**Cell placement**

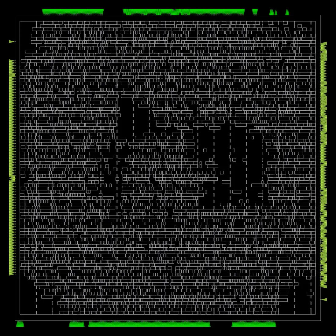
**The metal 3 layer**

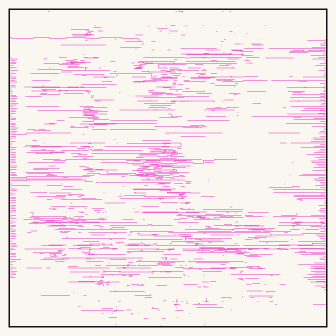
**Clock network drawn from the DEF**

The bar under the picture is 100 um long.
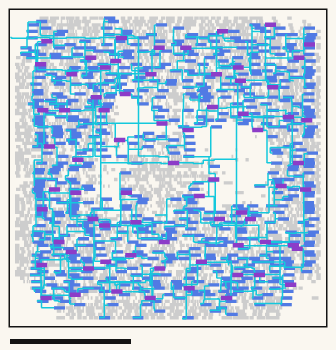
**Cell area per tile**

26 x 26 tiles, from white (low) to dark blue (high), 0 to 100% covered.
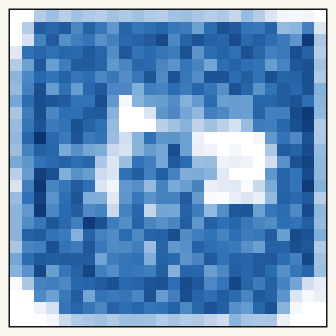
**I/O pins on the die edge**

Pins as bars across the die edge, other pins in gray.
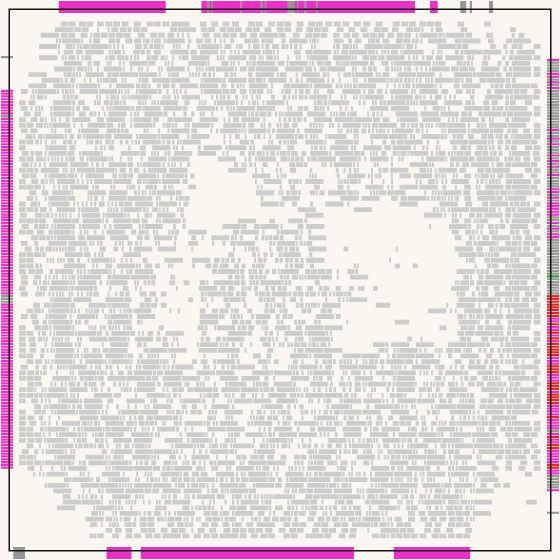
===== config.mk =====
export PLATFORM = sky130hd
export DESIGN_NAME = rule_unpack_avlstrm
export DESIGN_NICKNAME = d
export VERILOG_FILES = /design/src/rtl/rule_unpack_avlstrm.sv
export SDC_FILE = /design/constraint.sdc
export NUM_CORES = 2
export LEC_CHECK = 0
export ABC_CLOCK_PERIOD_IN_PS = 10600
export CORE_MARGIN = 4
export CORE_UTILIZATION = 50
export CTS_CLUSTER_SIZE = 20
export DETAILED_ROUTE_END_ITERATION = 16
export GPL_ROUTABILITY_DRIVEN = 0
export HOLD_SLACK_MARGIN = 0.12
export MAX_ROUTING_LAYER = met4
export PLACE_DENSITY = 0.78
export SLEW_MARGIN = 25
export SYNTH_ARGS = -nofsm -noshare
export SYNTH_HDL_FRONTEND = slang
export SYNTH_SLANG_ARGS = --single-unit

===== constraint.sdc =====
create_clock -name Clk -period 10.6 [get_ports Clk]
set_input_delay 3.18 -clock Clk [delete_from_list [all_inputs] [get_ports Clk]]
set_output_delay 3.18 -clock Clk [all_outputs]
set_load 0.02 [all_outputs]

===== src/rtl/rule_unpack_avlstrm.sv =====
// Unpacks DW-bit rule flits into a one-rule-per-beat stream, with sop/eop framing and stats.
// Optional RULE_DEDUP_EN: drop a rule equal to the previous rule emitted in the same packet.
module rule_unpack_avlstrm #(
  parameter int unsigned DW     = 512,
  parameter int unsigned RULE_W = 16
) (
  input  logic              Clk,
  input  logic              Rst_n,
  input  logic              in_valid,
  output logic              in_ready,
  input  logic              in_sop,
  input  logic              in_eop,
  input  logic [DW-1:0]     in_data,
  input  logic [5:0]        in_empty,
  output logic              out_valid,
  input  logic              out_ready,
  output logic              out_sop,
  output logic              out_eop,
  output logic [RULE_W-1:0] out_data,
  output logic [31:0]       stats_in_flit,
  output logic [31:0]       stats_out_rule,
  output logic [31:0]       stats_proto_err
);

  localparam int unsigned NSLOT = DW / RULE_W;
  localparam int unsigned IW    = (NSLOT > 1) ? $clog2(NSLOT) : 1;

  typedef enum logic [0:0] {StIdle, StScan} state_e;

  state_e            state_q, state_d;
  logic [DW-1:0]     data_q;
  logic [NSLOT-1:0]  mask_q, in_mask, rest_mask;
  logic              eop_q, pkt_open_q, emitted_q;
  logic [31:0]       in_flit_q, out_rule_q, proto_err_q;
  logic [IW-1:0]     cur_idx;
  logic [RULE_W-1:0] cur_rule;
  logic              last_slot, skip, consume, flit_done;
  logic              in_fire, out_fire, new_pkt;

  // Padding is signalled by zero slots, so the empty count carries no information.
  logic unused_empty;
  assign unused_empty = ^in_empty;

  always_comb begin
    for (int i = 0; i < NSLOT; i++) in_mask[i] = |in_data[i*RULE_W +: RULE_W];
  end

  // Lowest set bit of the remaining mask is the current rule.
  always_comb begin
    cur_idx = '0;
    for (int i = NSLOT - 1; i >= 0; i--) begin
      if (mask_q[i]) cur_idx = IW'(i);
    end
  end

  assign cur_rule  = data_q[32'(cur_idx) * RULE_W +: RULE_W];
  assign rest_mask = mask_q & ~(NSLOT'(1) << cur_idx);
  assign last_slot = (rest_mask == '0);
  assign new_pkt   = in_sop | ~pkt_open_q;
  assign in_fire   = in_valid & in_ready;
  assign out_fire  = out_valid & out_ready;

`ifdef RULE_DEDUP_EN
  logic [RULE_W-1:0] last_rule_q;

  // The final rule of an eop flit is kept even if repeated, since it carries eop.
  assign skip = (cur_rule == last_rule_q) && !(eop_q && last_slot);

  always_ff @(posedge Clk or negedge Rst_n) begin
    if (!Rst_n) begin
      last_rule_q <= '0;
    end else if (in_fire && new_pkt) begin
      last_rule_q <= '0;
    end else if (out_fire && (out_data != '0)) begin
      last_rule_q <= out_data;
    end
  end
`else
  assign skip = 1'b0;
`endif

  always_comb begin
    state_d   = state_q;
    out_valid = 1'b0;
    out_sop   = 1'b0;
    out_eop   = 1'b0;
    out_data  = '0;
    consume   = 1'b0;
    flit_done = 1'b0;
    if (state_q == StScan) begin
      if (mask_q != '0) begin
        if (skip) begin
          consume = 1'b1;
        end else begin
          out_valid = 1'b1;
          out_data  = cur_rule;
          out_sop   = ~emitted_q;
          out_eop   = eop_q & last_slot;
          consume   = out_ready;
        end
        flit_done = consume & last_slot;
      end else if (eop_q) begin
        // Rule-less eop flit: terminator beat closes the packet.
        out_valid = 1'b1;
        out_eop   = 1'b1;
        out_sop   = ~emitted_q;
        flit_done = out_ready;
      end else begin
        flit_done = 1'b1;
      end
    end
    in_ready = Rst_n & ((state_q == StIdle) | flit_done);
    if (in_valid && in_ready) begin
      state_d = StScan;
    end else if (flit_done) begin
      state_d = StIdle;
    end
  end

  always_ff @(posedge Clk or negedge Rst_n) begin
    if (!Rst_n) begin
      state_q     <= StIdle;
      data_q      <= '0;
      mask_q      <= '0;
      eop_q       <= 1'b0;
      pkt_open_q  <= 1'b0;
      emitted_q   <= 1'b0;
      in_flit_q   <= '0;
      out_rule_q  <= '0;
      proto_err_q <= '0;
    end else begin
      state_q <= state_d;
      if (in_fire) begin
        data_q     <= in_data;
        mask_q     <= in_mask;
        eop_q      <= in_eop;
        pkt_open_q <= ~in_eop;
      end else if (consume) begin
        mask_q <= rest_mask;
      end
      if (in_fire && new_pkt) begin
        emitted_q <= 1'b0;
      end else if (out_fire) begin
        emitted_q <= 1'b1;
      end
      if (in_fire) in_flit_q <= in_flit_q + 32'd1;
      if (out_fire && (out_data != '0)) out_rule_q <= out_rule_q + 32'd1;
      if (in_fire && in_sop && pkt_open_q) proto_err_q <= proto_err_q + 32'd1;
    end
  end

  assign stats_in_flit   = in_flit_q;
  assign stats_out_rule  = out_rule_q;
  assign stats_proto_err = proto_err_q;

endmodule

==> summary.txt <==
Implementation results. The run finished with clean final reports. Setup fix buffers added after clock tree synthesis landed at 0. In this run the number of H-tree levels came out at 3. Total half-perimeter wirelength after legalization and detailed placement landed at 89.00 mm. The synthesized design spends more area on one cell type than any other, namely sky130_fd_sc_hd__dfrtp_1. Dividing the final minimum period by the clock period gives 86.17%. The worst setup path is launched from a flop. Looking at the reg2reg group, the worst path starts from mask_q[8]$_DFFE_PN0P_. Number of routed nets with antenna violations landed at 0. Per the TritonCTS log, the buffer count is 71.

Hold repair after CTS inserted 0 buffers. The area growth from synthesis to layout is 28.94%. Post-synthesis xor/xnor area fraction landed at 2.543%. Final hold violation count landed at 0. The setup path with the least slack is of type reg2out. Worst slack after detailed placement landed at 2.266 ns. According to the report, the first pass of detailed routing completed in 8 iterations. Aggregate global routing overflow landed at 0. By count the netlist is led by sky130_fd_sc_hd__nand2_1, sky130_fd_sc_hd__dfrtp_1, sky130_fd_sc_hd__nor4_1.
About 'cell placement':
filler cell count: 5196
Well Taps: 846
register share of the cell area: 39.02%

About 'the metal 3 layer':
- wire length on this layer: 12300 um
- longest straight run: 113 um
- main direction: horizontal

About 'clock network drawn from the DEF':
- blue: flip-flops (count 644)
- cyan: clock wires (length 8190 um)
- purple: clock drivers (count 71)
- routed clock nets: 72
- flops lie: all over the die

About 'cell area per tile':
- mean over tiles: 59%
- nearly empty tiles: 5.0%
- fullest tile: 98%
placeable core region: 0.06320 mm2
Starting Density: 50.68%
final core occ: 65.35%

About 'I/O pins on the die edge':
- green: out_valid (pins 1; direction output; edge right)
- red: stats_proto_err (pins 32; direction output; edge right)
- magenta: in_data (pins 512; direction input; edge 165 bottom, 160 top, 131 left, 56 right)
- all pins by edge: 178 top, 171 bottom, 155 right, 136 left
number of input and output port buffers inserted: 633
Chip Width: 261.1 um

[kinds of logic after synthesis]
family | count (synthesis)
flip-flops | 644
AND/OR/NAND/NOR | 2255
adder cells (fa/ha/maj) | 3
AND-OR/OR-AND | 500
XOR/XNOR | 93
multiplexers | 55
buffers and inverters | 286
[critical path, cell delays in order (launching register included)]
cell,delay (ns)
sky130_fd_sc_hd__dfrtp_1,0.44
sky130_fd_sc_hd__or3b_2,0.50
sky130_fd_sc_hd__nand3_1,0.12
sky130_fd_sc_hd__a21o_1,0.10
sky130_fd_sc_hd__buf_4,0.40
sky130_fd_sc_hd__o211a_4,0.81
sky130_fd_sc_hd__buf_4,0.56
sky130_fd_sc_hd__mux2i_1,0.17
sky130_fd_sc_hd__a211oi_1,0.67
sky130_fd_sc_hd__a311oi_1,0.13
sky130_fd_sc_hd__a2111oi_0,0.58
sky130_fd_sc_hd__clkdlybuf4s50_1,0.81
[routing by layer]
| metal | GRT usage (%) | vias up | routed length, um |
|---|---|---|---|
| met4 | 18.58 | 0 | 7858 |
| met3 | 7.117 | 417 | 12310 |
| met2 | 56.05 | 1891 | 57100 |
| met1 | 46.06 | 15076 | 47690 |
| li1 | - | 14142 | - |
| met5 | - | - | 0 |
[how the worst min path moves through the flow]
stage / cells past startpoint / slack [ns] / startpoint / endpoint
5_1_grt: 2 / 0.48 / data_q[212]$_DFFE_PN0P_ / data_q[212]$_DFFE_PN0P_
6_report: 1 / 0.47 / stats_out_rule[31]$_DFFE_PN0P_ / stats_out_rule[31]$_DFFE_PN0P_
2_1_floorplan: 2 / 0.44 / data_q[339]$_DFFE_PN0P_ / data_q[339]$_DFFE_PN0P_
3_3_place_gp: 2 / 0.45 / data_q[286]$_DFFE_PN0P_ / data_q[286]$_DFFE_PN0P_
4_1_cts: 1 / 0.47 / stats_in_flit[31]$_DFFE_PN0P_ / stats_in_flit[31]$_DFFE_PN0P_
3_5_place_dp: 2 / 0.46 / data_q[136]$_DFFE_PN0P_ / data_q[136]$_DFFE_PN0P_
[flip-flops by register name, summed over array words and instances (netlist names)]
name	count
eop_q	1
emitted_q	1
state_q	1
stats_proto_err	32
stats_out_rule	32
data_q	512
mask_q	32
stats_in_flit	32
pkt_open_q	1
[layout make-up]
cell class                      instances  area [um2]  share of cell area [%]
Clock inverter                         25       294.0                  0.7120
Timing Repair Buffer                  689        6863                   16.62
Sequential cell                       644       16120                   39.02
Multi-Input combinational cell       2906       14710                   35.63
Inverter                               44       165.2                  0.3999
Tap cell                              846        1059                   2.563
Antenna cell                            4       10.01                 0.02424
Clock buffer                          102        2077                   5.030
[through the flow]
stage               util, %  hold WS, ns  cells  cell area (um2)
floorplan                 -       0.4369   3836            32030
global placement      61.46       0.4518   5127            38840
global route          65.35       0.4842   5260            41300
CTS                   65.23       0.4706   5254            41220
finish                65.35       0.4658   5260            41300
detailed placement    61.47       0.4567   5127            38850
